[config.mk]
export PLATFORM = sky130hd
export DESIGN_NAME = rf_wb_arbiter
export DESIGN_NICKNAME = d
export VERILOG_FILES = /design/src/rtl/rf_wb_arbiter_pkg.sv /design/src/rtl/wb_skid_buf.sv /design/src/rtl/rf_wb_arbiter.sv
export SDC_FILE = /design/constraint.sdc
export NUM_CORES = 1
export LEC_CHECK = 0
export CORE_MARGIN = 8
export CORE_UTILIZATION = 40
export DETAILED_ROUTE_END_ITERATION = 16
export PLACE_DENSITY = 0.72
export SLEW_MARGIN = 20
export SYNTH_ARGS = -nofsm -noshare
export SYNTH_HDL_FRONTEND = slang
export SYNTH_HIERARCHICAL = 1
export SYNTH_SLANG_ARGS = --single-unit
[constraint.sdc]
create_clock -name clk -period 2.6 [get_ports clk]
set_input_delay 0.39 -clock clk [delete_from_list [all_inputs] [get_ports clk]]
set_output_delay 0.39 -clock clk [all_outputs]
set_load 0.02 [all_outputs]
[src/rtl/rf_wb_arbiter_pkg.sv]
`default_nettype none
// ============================================================================
// Module      : rf_wb_arbiter_pkg
// Description : Shared register-file widths and the writeback request type.
// Revision    : 1.0
// ============================================================================
package rf_wb_arbiter_pkg;

    localparam int RF_AW    = 5;
    localparam int RF_DW    = 32;
    localparam int RF_NREGS = 32;

    typedef struct packed {
        logic             valid;
        logic [RF_AW-1:0] addr;
        logic [RF_DW-1:0] data;
    } wb_req_t;

endpackage
`default_nettype wire

[src/rtl/wb_skid_buf.sv]
`default_nettype none
// ============================================================================
// Module      : wb_skid_buf
// Description : One-entry writeback holding buffer with valid/ready accept
//               and a drain input that frees the slot on the same edge.
// Revision    : 1.0
// ============================================================================
module wb_skid_buf
    import rf_wb_arbiter_pkg::*;
#(
    parameter int DW = RF_DW,
    parameter int AW = RF_AW
) (
    input  logic          clk,
    input  logic          reset,
    input  logic          in_valid,
    output logic          in_ready,
    input  logic [AW-1:0] in_addr,
    input  logic [DW-1:0] in_data,
    input  logic          drain,
    output logic          buf_valid,
    output logic [AW-1:0] buf_addr,
    output logic [DW-1:0] buf_data
);

    logic          r_valid;
    logic [AW-1:0] r_addr;
    logic [DW-1:0] r_data;
    logic          w_accept;

    // A slot being drained this cycle can take a new entry on the same edge.
    assign in_ready = !r_valid || drain;
    assign w_accept = in_valid && in_ready;

    always_ff @(posedge clk or posedge reset) begin
        if (reset) begin
            r_valid <= 1'b0;
            r_addr  <= '0;
            r_data  <= '0;
        end else if (w_accept) begin
            r_valid <= 1'b1;
            r_addr  <= in_addr;
            r_data  <= in_data;
        end else if (drain) begin
            r_valid <= 1'b0;
        end
    end

    assign buf_valid = r_valid;
    assign buf_addr  = r_addr;
    assign buf_data  = r_data;

endmodule
`default_nettype wire

[src/rtl/rf_wb_arbiter.sv]
`default_nettype none
// ============================================================================
// Module      : rf_wb_arbiter
// Description : Arbitrates ALU (A) and load (B) writebacks onto the single
//               register-file write port with ordering and anti-starvation.
// Revision    : 1.0
// ============================================================================
module rf_wb_arbiter
    import rf_wb_arbiter_pkg::*;
#(
    parameter int DW         = RF_DW,
    parameter int AW         = RF_AW,
    parameter int STARVE_MAX = 3
) (
    input  logic              clk,
    input  logic              reset,
    input  logic              a_valid,
    output logic              a_ready,
    input  logic [AW-1:0]     a_addr,
    input  logic [DW-1:0]     a_data,
    input  logic              b_valid,
    output logic              b_ready,
    input  logic [AW-1:0]     b_addr,
    input  logic [DW-1:0]     b_data,
    output logic [DW-1:0]     rf_d,
    output logic [AW-1:0]     rf_d_addr,
    output logic              rf_d_en,
    output logic [2**AW-1:0]  pend_mask,
    output logic              a_starved
);

    localparam int c_starve_w = $clog2(STARVE_MAX + 1);
    localparam logic [c_starve_w-1:0] c_starve_max = c_starve_w'(STARVE_MAX);

    logic          w_a_v, w_b_v;
    logic [AW-1:0] w_a_addr, w_b_addr;
    logic [DW-1:0] w_a_data, w_b_data;
    logic          w_grant_a, w_grant_b;
    logic          w_a_held, w_b_held;
    logic          w_a_older_nxt;
    logic          r_a_older;
    logic [c_starve_w-1:0] r_starve;
    logic [2**AW-1:0]      w_pend;

    wb_skid_buf #(.DW(DW), .AW(AW)) u_buf_a (
        .clk       (clk),
        .reset     (reset),
        .in_valid  (a_valid),
        .in_ready  (a_ready),
        .in_addr   (a_addr),
        .in_data   (a_data),
        .drain     (w_grant_a),
        .buf_valid (w_a_v),
        .buf_addr  (w_a_addr),
        .buf_data  (w_a_data)
    );

    wb_skid_buf #(.DW(DW), .AW(AW)) u_buf_b (
        .clk       (clk),
        .reset     (reset),
        .in_valid  (b_valid),
        .in_ready  (b_ready),
        .in_addr   (b_addr),
        .in_data   (b_data),
        .drain     (w_grant_b),
        .buf_valid (w_b_v),
        .buf_addr  (w_b_addr),
        .buf_data  (w_b_data)
    );

    assign a_starved = (r_starve >= c_starve_max);

    // Same register: age decides, so program order is kept. Otherwise loads
    // win unless A has lost often enough to take over.
    always_comb begin
        w_grant_a = 1'b0;
        w_grant_b = 1'b0;
        if (w_a_v && !w_b_v) begin
            w_grant_a = 1'b1;
        end else if (w_b_v && !w_a_v) begin
            w_grant_b = 1'b1;
        end else if (w_a_v && w_b_v) begin
            if (w_a_addr == w_b_addr) begin
                w_grant_a = r_a_older;
                w_grant_b = !r_a_older;
            end else begin
                w_grant_a = a_starved;
                w_grant_b = !a_starved;
            end
        end
    end

    always_comb begin
        rf_d      = '0;
        rf_d_addr = '0;
        rf_d_en   = 1'b0;
        if (w_grant_a) begin
            rf_d      = w_a_data;
            rf_d_addr = w_a_addr;
            rf_d_en   = (w_a_addr != '0);
        end else if (w_grant_b) begin
            rf_d      = w_b_data;
            rf_d_addr = w_b_addr;
            rf_d_en   = (w_b_addr != '0);
        end
    end

    // Whichever entry survives the edge is older than anything newly accepted.
    assign w_a_held = w_a_v && !w_grant_a;
    assign w_b_held = w_b_v && !w_grant_b;

    always_comb begin
        w_a_older_nxt = 1'b1;
        if (w_a_held && w_b_held) begin
            w_a_older_nxt = r_a_older;
        end else if (w_b_held) begin
            w_a_older_nxt = 1'b0;
        end
    end

    always_ff @(posedge clk or posedge reset) begin
        if (reset) begin
            r_a_older <= 1'b0;
            r_starve  <= '0;
        end else begin
            r_a_older <= w_a_older_nxt;
            if (!w_a_v || w_grant_a) begin
                r_starve <= '0;
            end else if (w_grant_b && (r_starve < c_starve_max)) begin
                r_starve <= r_starve + 1'b1;
            end
        end
    end

    always_comb begin
        w_pend = '0;
        if (w_a_v && (w_a_addr != '0)) begin
            w_pend[w_a_addr] = 1'b1;
        end
        if (w_b_v && (w_b_addr != '0)) begin
            w_pend[w_b_addr] = 1'b1;
        end
    end

    assign pend_mask = w_pend;

endmodule
`default_nettype wire

==> flow_summary_export.csv, run 1 <==
group,metric,value,unit
status,status,"finished with violations",
status,violations,"negative setup slack",
job,warnings,28,
timing,timing.setup.tns,-0.7779,ns
timing,worst_slew_pin_slew,0.5452,ns
global_routing,grt_first_pass_wirelength,20.37,mm
logic_synthesis,synth_warnings,6,
critical_path,timing.setup.critical_path_class,"register to output port",
clocking,clock-root-buffer,"clkbuf_8",
layout,layout-drive-gt1-share,0.3829,
logic_synthesis,post_synth_instance_area,0.004342,mm2
logic_synthesis,yosys.stat.chipArea,0.004342,mm2
logic_synthesis,fraction_of_synthesis_flops_using_an_asynchronous_set_or_reset_pin,1.000,
layout,finalNonFillerCells,644,
clocking,clock_latency,0.35,ns
clocking,clockBufferDepth,2,
detailed_routing,via_density_per_instance,5.329,
logic_synthesis,yosysCellCount,324,
timing,layout_setup_ws,-0.04935,ns
global_routing,grt_antenna_before_repair,0,
pwr,cellLeakagePower,3.129,nW
detailed_routing,initialDrtViolationCount,307,
min_path,timing.hold.worst.class,"input port to async pin",
timing,finalHoldViolations,0,
layout,nNonClkInverters,6,
layout,area_share_nonclk_buffers,0.3107,
clocking,numClockSinks,79,
global_routing,largest_net_degree_at_the_start_of_global_routing,39,
timing,worst_slew_margin_rel,0.6365,
clocking,cts_repair_resize_count,228,
timing,holdWs,0.2925,ns
placement,dpl.hpwl,9.245,mm
critical_path,worst_r2r_startpoint,"u_buf_a/buf_addr[2]$_DFFE_PP0P_",
layout,area_growth,51.30,%
clocking,cts_post_setup_buffers_inserted,1,
die,placement_rows,38,
clocking,tritoncts.num_buffers,9,
logic_synthesis,postSynthSeqShare,0.4553,
logic_synthesis,postSynthAreaPerCell,13.40,um2
placement,post-place-cells,617,
die,fp.coreArea,0.01070,mm2
critical_path,critical_path_required,2.21,ns
timing,setup_viol,33,
critical_path,reg2regPathDepth,10,
pwr,power.density,1285,mW/mm2
layout,layout_top_cells_excl_fill_tap,"clkdlybuf4s50_1, dfrtp_1, mux2_4",
layout,antenna-diode-count,0,
job,max_cap_viol_count,0,
critical_path,worst_path_arrival_time,2.26,ns
logic_synthesis,ys_seq_elements,79,
==> run 1: cell usage after synthesis (all sizes together), types with 3 or more instances <==
master  count
a22o       37
buf        22
clkbuf      4
dfrtp      79
inv         6
mux2       74
nand2      12
nand2b      5
nand3      10
nand3b      5
nor2        6
nor3        3
o22ai      26
o32ai       6
or2         3
xnor2       3
xor2        3
==> run 1: routing by layer <==
layer	GRT usage	share of wire	vias to the layer above
met5	0	0	-
met4	0.04918	0.012	0
met3	0.06014	0.091	15
met2	0.2861	0.48	161
met1	0.2176	0.42	1693
li1	-	-	1563
==> run 1: cells by family (layout without fill, tap and decap cells) <==
group | after synthesis | in the layout | synth area share
flip-flops | 79 | 79 | 0.4553
AND-OR/OR-AND | 76 | 76 | 0.1418
multiplexers | 75 | 75 | 0.2461
buffers and inverters | 32 | 212 | 0.06484
XOR/XNOR | 6 | 6 | 0.01211
adder cells (fa/ha/maj) | 1 | 1 | 0.002881
other | 1 | 1 | 0.0008637
AND/OR/NAND/NOR | 54 | 54 | 0.07609
==> run 1: critical path: stages (launching register included) <==
cell	delay (ns)
dfrtp_1	0.41
xnor2_2	0.21
and3_4	0.25
a21boi_4	0.07
o31a_4	0.41
clkbuf_16	0.19
a22o_1	0.25
buf_6	0.14
==> run 1: per-stage QoR <==
step                      worst slack, ns  power [W]
after floorplan                    0.1577   0.005220
after global placement            -0.1100   0.006914
after detailed placement          -0.1372   0.006970
after CTS                        -0.06341   0.007778
after global routing              -0.1021   0.008881
final                            -0.04935   0.008439
==> run 1: power by group <==
part / switching (W) / leakage, nW / total (W) / internal [W]
combinational: 0.00253 / 2.11 / 0.00546 / 0.00293
sequential: 0.000340 / 0.922 / 0.00211 / 0.00177
clock: 0.000462 / 0.0957 / 0.000868 / 0.000406
total: 0.00334 / 3.13 / 0.00844 / 0.00510
**Run 1: placed cells, one colour a class**

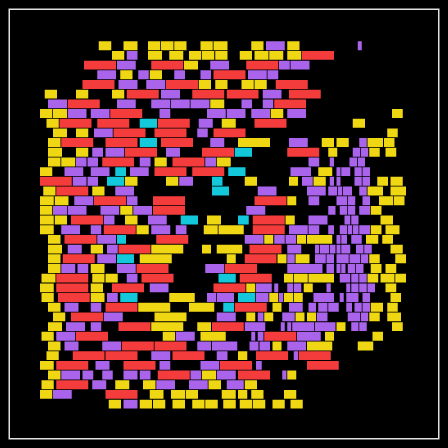
| colour | class | cells | share of their area |
|---|---|---|---|
| cyan | clock drivers and dummy loads | 16 | 3.0% |
| purple | combinational and other logic | 219 | 34% |
| yellow | remaining buffers and delay cells | 190 | 32% |
| red | sequential cells | 79 | 31% |

**Run 1: supply network**

Bar = 20 um. Pins as bars on the die edge.
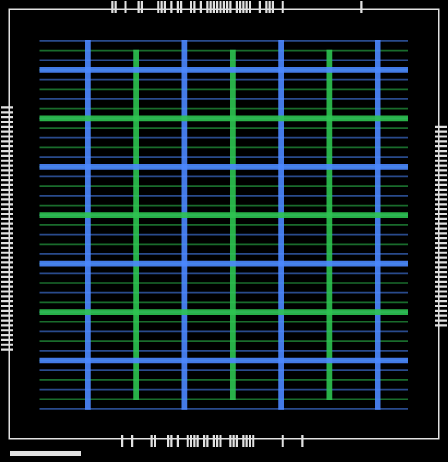
| colour | net |
|---|---|
| blue | VSS |
| green | VDD |
rows: 38
signal pins: 151
met4 straps: 7
vertical extent of the die: 120.2 um
largest vdd supply drop: 0.0007102 V

**Run 1: routing congestion map**

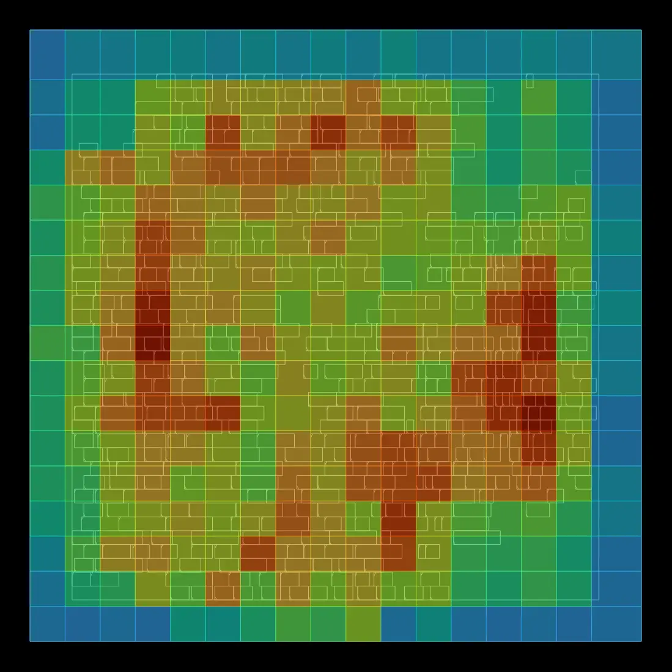
average wire per cell in the routed design: 20.56 um
GRT Overall Usage: 0.1757
GR met2 Demand/Resource: 0.2861
busiest metal layer after global routing: met2
met1 global-route usage: 0.2176

## Run 2: what changed since run 1
- CAP_MARGIN: not set -> 20
- GPL_ROUTABILITY_DRIVEN: not set -> 0
==> run 2 against run 1 <==
  * The flow still finishes with violations (negative setup slack)
  * Routed wire length unchanged
  * Die size unchanged
  * Sequential share of layout area unchanged
  * Clock power about the same
  * Critical path depth unchanged
  * Total power stayed put
  * Maximum frequency stayed put
  * First-iteration DRC count unchanged
==> flow_summary_export.csv, run 2 <==
group,metric,value,unit
detailed_routing,via_density_per_instance,5.329,
pwr,power.total,0.008439,W
pwr,cellLeakagePower,3.129,nW
timing,holdWs,0.2925,ns
placement,placement.cell_area,0.006036,mm2
layout,layout_top_cells_excl_fill_tap,"clkdlybuf4s50_1, dfrtp_1, mux2_4",
timing,setup_repair_after_global_routing_missed_its_margin,"true",
critical_path,rrSetupSlack,0.05,ns
layout,layout-drive-gt1-share,0.3829,
status,status,"finished with violations",
layout,antenna-diode-count,0,
detailed_routing,avgRoutedWirePerCell,20.56,um
critical_path,worst_path_arrival_time,2.26,ns
logic_synthesis,fraction_of_synthesis_flops_using_an_asynchronous_set_or_reset_pin,1.000,
global_routing,grt_first_pass_wirelength,20.37,mm
logic_synthesis,post_synthesis_net_count,403,
timing,worst_slew_margin_rel,0.6365,
logic_synthesis,postSynthAreaPerCell,13.40,um2
job,warnings,28,
detailed_routing,routed-via-count,3432,
logic_synthesis,postSynthSeqShare,0.4553,
critical_path,worst_r2r_startpoint,"u_buf_a/buf_addr[2]$_DFFE_PP0P_",
placement,pre_cts_slack,-0.1372,ns
min_path,timing.hold.worst.class,"input port to async pin",
die,placement_rows,38,
logic_synthesis,yosys.area_share.simple,0.07608,
critical_path,critical_path_required,2.21,ns
clocking,clock_tree_from_tritoncts,"done",
critical_path,cp-start-kind,"register",
logic_synthesis,synth_warnings,6,
logic_synthesis,logic_family,"multiplexers",
logic_synthesis,post_synth_xor_area_fraction,0.01210,
critical_path,end_kind,"output port",
critical_path,worst_setup_path_startpoint,"u_buf_a/buf_addr[2]$_DFFE_PP0P_",
layout,area_growth,51.30,%
logic_synthesis,arithmetic_cell_share_of_the_synthesized_area_counting_full_adders_half_adders_and_majority_gates,0.002882,
layout,nNetsFinal,578,
clocking,clock_latency,0.35,ns
logic_synthesis,common_cells,"dfrtp_1, mux2_4, a22o_1, o22ai_1, mux2_2",
logic_synthesis,post-synth-top-count-cell,"dfrtp_1",
timing,period_used_share,1.019,
clocking,tritoncts.num_buffers,9,
status,violations,"negative setup slack",
placement,dpl.hpwl,9.245,mm
pwr,power.density,1285,mW/mm2
critical_path,crit_fanout,10,
logic_synthesis,topCellsByArea,"dfrtp_1, mux2_4, a22o_1",
detailed_routing,drcViolationCount,0,
logic_synthesis,ys_seq_elements,79,
detailed_routing,drt-total-wl,13.24,mm
logic_synthesis,mux_area_share,0.2461,
die,die_h,120.2,um
timing,layout_setup_ws,-0.04935,ns
logic_synthesis,edf_count,0,
critical_path,timing.setup.critical_path_class,"register to output port",
timing,worst_slew_pin_slew,0.5452,ns
clocking,cts-htree-levels,3,
clocking,clockBufferDepth,2,
critical_path,critical_path.endpoint,"rf_d[15]",
clocking,clock-root-buffer,"clkbuf_8",
logic_synthesis,post-synth-top-area-fraction,0.4553,
detailed_routing,initialDrtViolationCount,307,
die,fp.coreArea,0.01070,mm2
clocking,numClockSinks,79,
job,max_cap_viol_count,0,
logic_synthesis,synth.largest_area_cell,"dfrtp_1",
logic_synthesis,post_synth_instance_area,0.004342,mm2
timing,setup_viol,33,
logic_synthesis,yosysCellCount,324,
global_routing,grt_antenna_before_repair,0,
pwr,power.ir.vdd_worst,0.0007102,V
critical_path,reg2regPathDepth,10,
global_routing,largest_net_degree_at_the_start_of_global_routing,39,
global_routing,grt_util_all_layers,0.1757,
timing,finalClockSkew,0.01682,ns
logic_synthesis,complex_gate_fraction_of_the_synthesized_area,0.1418,
logic_synthesis,yosys.stat.chipArea,0.004342,mm2
timing,finalHoldViolations,0,
## run 2: logic make-up after synthesis
family          after synthesis
xor+xnor                      6
mux                          75
compound gates               76
buf+inv                      32
simple gates                 54
other cells                   1
flops                        79
fa+ha+maj                     1
## run 2: metrics by stage
step                cells  setup TNS, ns
floorplan             324              0
global placement      617         -2.073
detailed placement    617         -2.759
CTS                   635         -1.637
global route          644         -3.177
finish                644        -0.7779
## run 2: timing repair
action                                  4_1_cts  5_1_grt
gates cloned                                  1        6
endpoints found under the setup margin       63       65
hold buffers                                  0        0
gates resized                               228       56
pin swaps                                     1       14
buffers inserted                              1        3
## run 2: critical path, cell delays in order (launching register included)
cell and delay [ns]:
dfrtp_1 0.41, xnor2_2 0.21, and3_4 0.25, a21boi_4 0.07, o31a_4 0.41, clkbuf_16 0.19
a22o_1 0.25, buf_6 0.14
## run 2: cell type report
cell class | instances | area [um2]
fillers | 853 | 4129
multi-input cells | 213 | 2160
repair buffers | 190 | 2041
flip-flops and latches | 79 | 1977
well taps | 140 | 175.2
clock buffers | 11 | 151.4
clock inverters | 5 | 42.54
inverters | 6 | 22.52
## run 2: layer usage
metal | up-vias | wire length [um] | track usage
met5 | - | 0 | 0
met4 | 0 | 165 | 0.04918
met3 | 15 | 1205 | 0.06014
met2 | 161 | 6341 | 0.2861
met1 | 1693 | 5529 | 0.2176
li1 | 1563 | - | -
## run 2: power breakdown
part | internal, W | leakage [nW] | switching [W] | total, W
Clock | 0.000406 | 0.0957 | 0.000462 | 0.000868
Sequential | 0.00177 | 0.922 | 0.000340 | 0.00211
Combinational | 0.00293 | 2.11 | 0.00253 | 0.00546
**Run 2: routing congestion map**

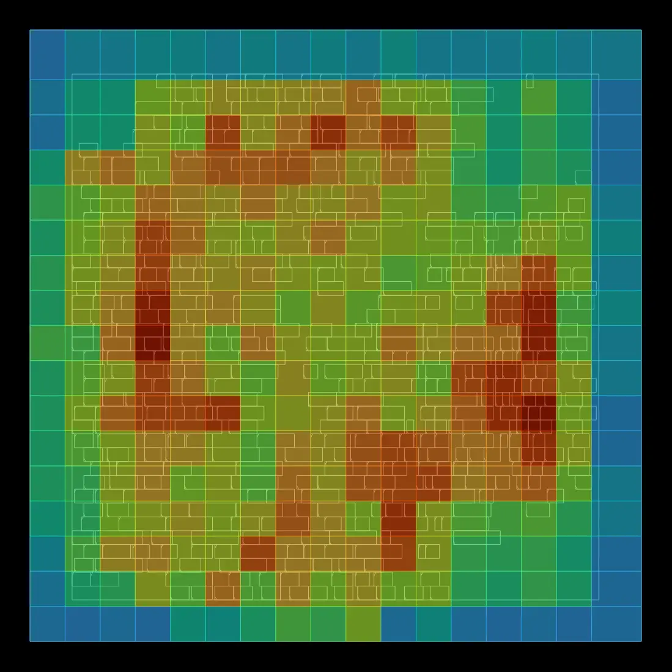
utilization of the core after routing: 0.6140
met3 demand-to-capacity share in global routing: 0.06014

**Run 2: port wiring**

Bar = 20 um.
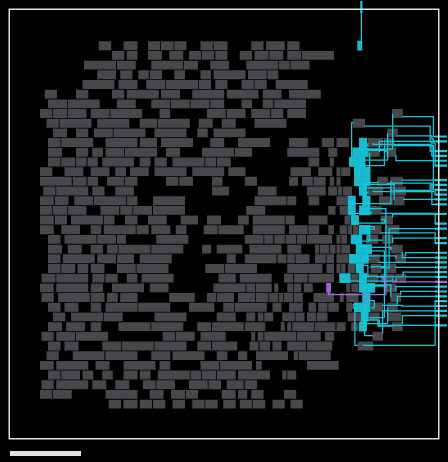
| colour | port | bits | direction | edge | end cells | buffers | wire |
|---|---|---|---|---|---|---|---|
| cyan | pend_mask | 32 | output | 31 right, 1 top | 32 | 31 | 867 um |
| purple | rf_d_en | 1 | output | right | 1 | 1 | 36.0 um |
# port buffers: 149
I/O pin total: 151

## Run 3: what changed since run 2
- CORE_MARGIN: 8 -> not set
==> run 3 against run 2 <==
  * The flow still finishes with violations (negative setup slack)
  * Die size decreased by 22%
  * Core utilization decreased by 0.43 points
  * Sequential cell count unchanged
  * Non-clock buffer count decreased by 3
  * Final area decreased by 3.3%
  * Combinational power decreased by 11%
  * Critical path depth unchanged
  * Synthesized cell count unchanged
  * Critical endpoint is now rf_d[1]
  * Largest power group unchanged
  * Highest routed layer unchanged
==> flow_summary_export.csv, run 3 <==
group,metric,value,unit
status,status,"finished with violations",
status,violations,"negative setup slack",
placement,post-place-cells,614,
layout,area_growth,46.28,%
timing,setup_viol,22,
critical_path,worst_setup_path_startpoint,"u_buf_a/buf_addr[2]$_DFFE_PP0P_",
logic_synthesis,postSynthSeqShare,0.4553,
layout,multi_input_comb_area,0.002142,mm2
layout,layout_top_cells_excl_fill_tap,"clkdlybuf4s50_1, dfrtp_1, mux2_4",
job,warnings,28,
placement,port_buffers,149,
detailed_routing,routed-via-count,3459,
logic_synthesis,yosysCellCount,324,
die,die_h,106.2,um
critical_path,rrSetupSlack,0.03,ns
logic_synthesis,ys_seq_elements,79,
logic_synthesis,mux_area_share,0.2461,
placement,dpl.hpwl,8.507,mm
critical_path,worst_path_largest_cell_delay,0.40,ns
global_routing,grt_first_pass_wirelength,18.66,mm
layout,layout.filler_cells,848,
logic_synthesis,synth.largest_area_cell,"dfrtp_1",
clocking,clockBufferDepth,2,
logic_synthesis,yosys.area_share.simple,0.07608,
clocking,clock_latency,0.34,ns
timing,worst_slew_pin_slew,0.5975,ns
logic_synthesis,post-synth-top-count-cell,"dfrtp_1",
global_routing,grt_antenna_before_repair,0,
detailed_routing,initialDrtViolationCount,214,
logic_synthesis,post-synth-top-area-fraction,0.4553,
logic_synthesis,complex_gate_fraction_of_the_synthesized_area,0.1418,
logic_synthesis,synth_warnings,6,
logic_synthesis,fraction_of_synthesis_flops_using_an_asynchronous_set_or_reset_pin,1.000,
critical_path,worst_path_arrival_time,2.25,ns
clocking,postCtsHoldBufs,0,
critical_path,cp.buffers_inverters,2,
layout,nNetsFinal,575,
min_path,timing.hold.worst.class,"input port to async pin",
detailed_routing,drcViolationCount,0,
logic_synthesis,postSynthAreaPerCell,13.40,um2
clocking,numClockSinks,79,
timing,layout_setup_ws,-0.04468,ns
die,num_io_pins,151,
[run 3: through the flow]
stage | setup TNS, ns | hold WS [ns] | worst slack, ns | instance area [um2] | util
2_1_floorplan | 0 | 0.1436 | 0.1577 | 4342 | -
3_3_place_gp | -1.207 | 0.4892 | -0.05558 | 6053 | 0.5811
3_5_place_dp | -2.612 | 0.4943 | -0.09449 | 6053 | 0.5811
4_1_cts | -0.9820 | 0.3300 | -0.06259 | 6242 | 0.5993
5_1_grt | -4.575 | 0.3362 | -0.1171 | 6351 | 0.6097
6_report | -0.3544 | 0.3317 | -0.04468 | 6351 | 0.6097
[run 3: layout make-up]
cell class | count | share of cell area
Clock inverter | 5 | 0.01655
Clock buffer | 11 | 0.02226
Multi-Input combinational cell | 213 | 0.3373
Tap cell | 136 | 0.02679
Sequential cell | 79 | 0.3113
Timing Repair Buffer | 187 | 0.2823
Inverter | 6 | 0.003546
[run 3: what timing repair did]
| action | 4_1_cts | 5_1_grt |
|---|---|---|
| hold endpoints to repair | 0 | 0 |
| pin swaps | 2 | 3 |
| setup buffers | 2 | 1 |
| cloned | 3 | 1 |
| gates resized | 212 | 24 |
| setup endpoints to repair | 63 | 83 |
[run 3: layer usage]
layer | up-vias | share of wire | global-route usage | wire, um
met5 | - | 0 | 0 | 0
met2 | 170 | 0.50 | 0.3766 | 6028
met3 | 18 | 0.079 | 0.06499 | 959
met4 | 0 | 0.016 | 0.05159 | 188
met1 | 1710 | 0.41 | 0.2563 | 4932
li1 | 1561 | - | - | -
[run 3: where the power goes]
| group | total (W) | switching [W] | internal [W] |
|---|---|---|---|
| clock | 0.00111 | 0.000446 | 0.000664 |
| sequential | 0.00213 | 0.000362 | 0.00177 |
| combinational | 0.00485 | 0.00235 | 0.00250 |
| total | 0.00809 | 0.00316 | 0.00493 |
**Run 3: port wiring**

Bar = 20 um.
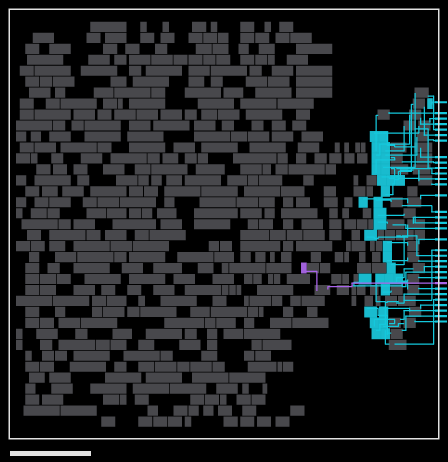
| colour | port | bits | direction | edge | end cells | buffers | wire |
|---|---|---|---|---|---|---|---|
| purple | rf_d_en | 1 | output | right | 1 | 1 | 35.9 um |
| cyan | pend_mask | 32 | output | right | 32 | 31 | 584 um |

**Run 3: routing congestion map**

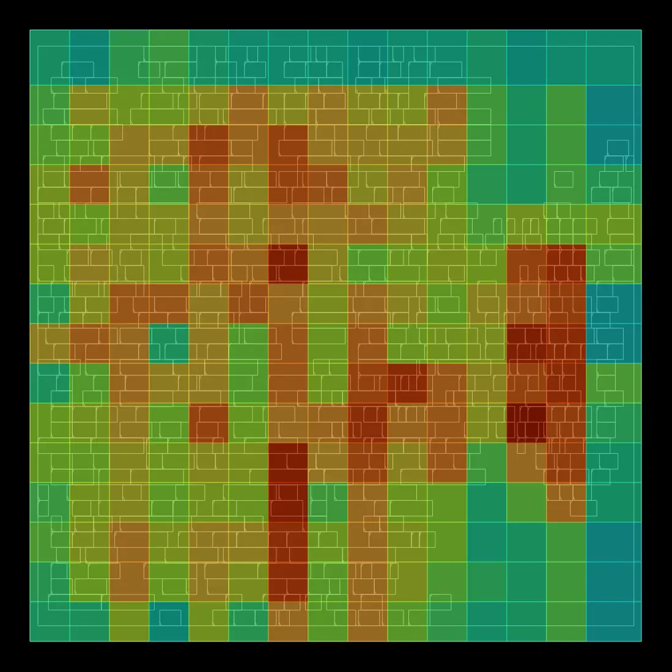
met3 demand-to-capacity share in global routing: 0.06499
utilization of the core after routing: 0.6097
average wire per cell in the routed design: 19.01 um
GRT Overall Usage: 0.2148


==> layout pictures side by side <==
Local utilization.
shot_01.png
Bar = 20 um. 12 x 12 tiles, from black (low) to pale yellow (high), 0 to 100% covered.
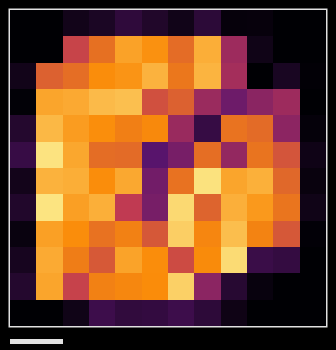
shot_02.png
Bar = 20 um. 11 x 11 tiles, from black (low) to pale yellow (high), 0 to 100% covered.
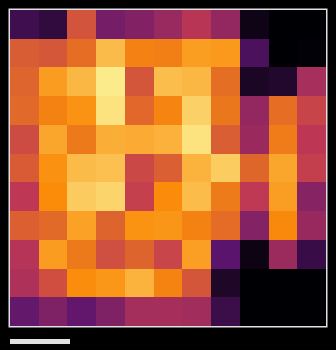
shot_01.png: run 2
shot_02.png: run 3
- largest die: shot_01.png

Power and IR drop assume default switching activity.
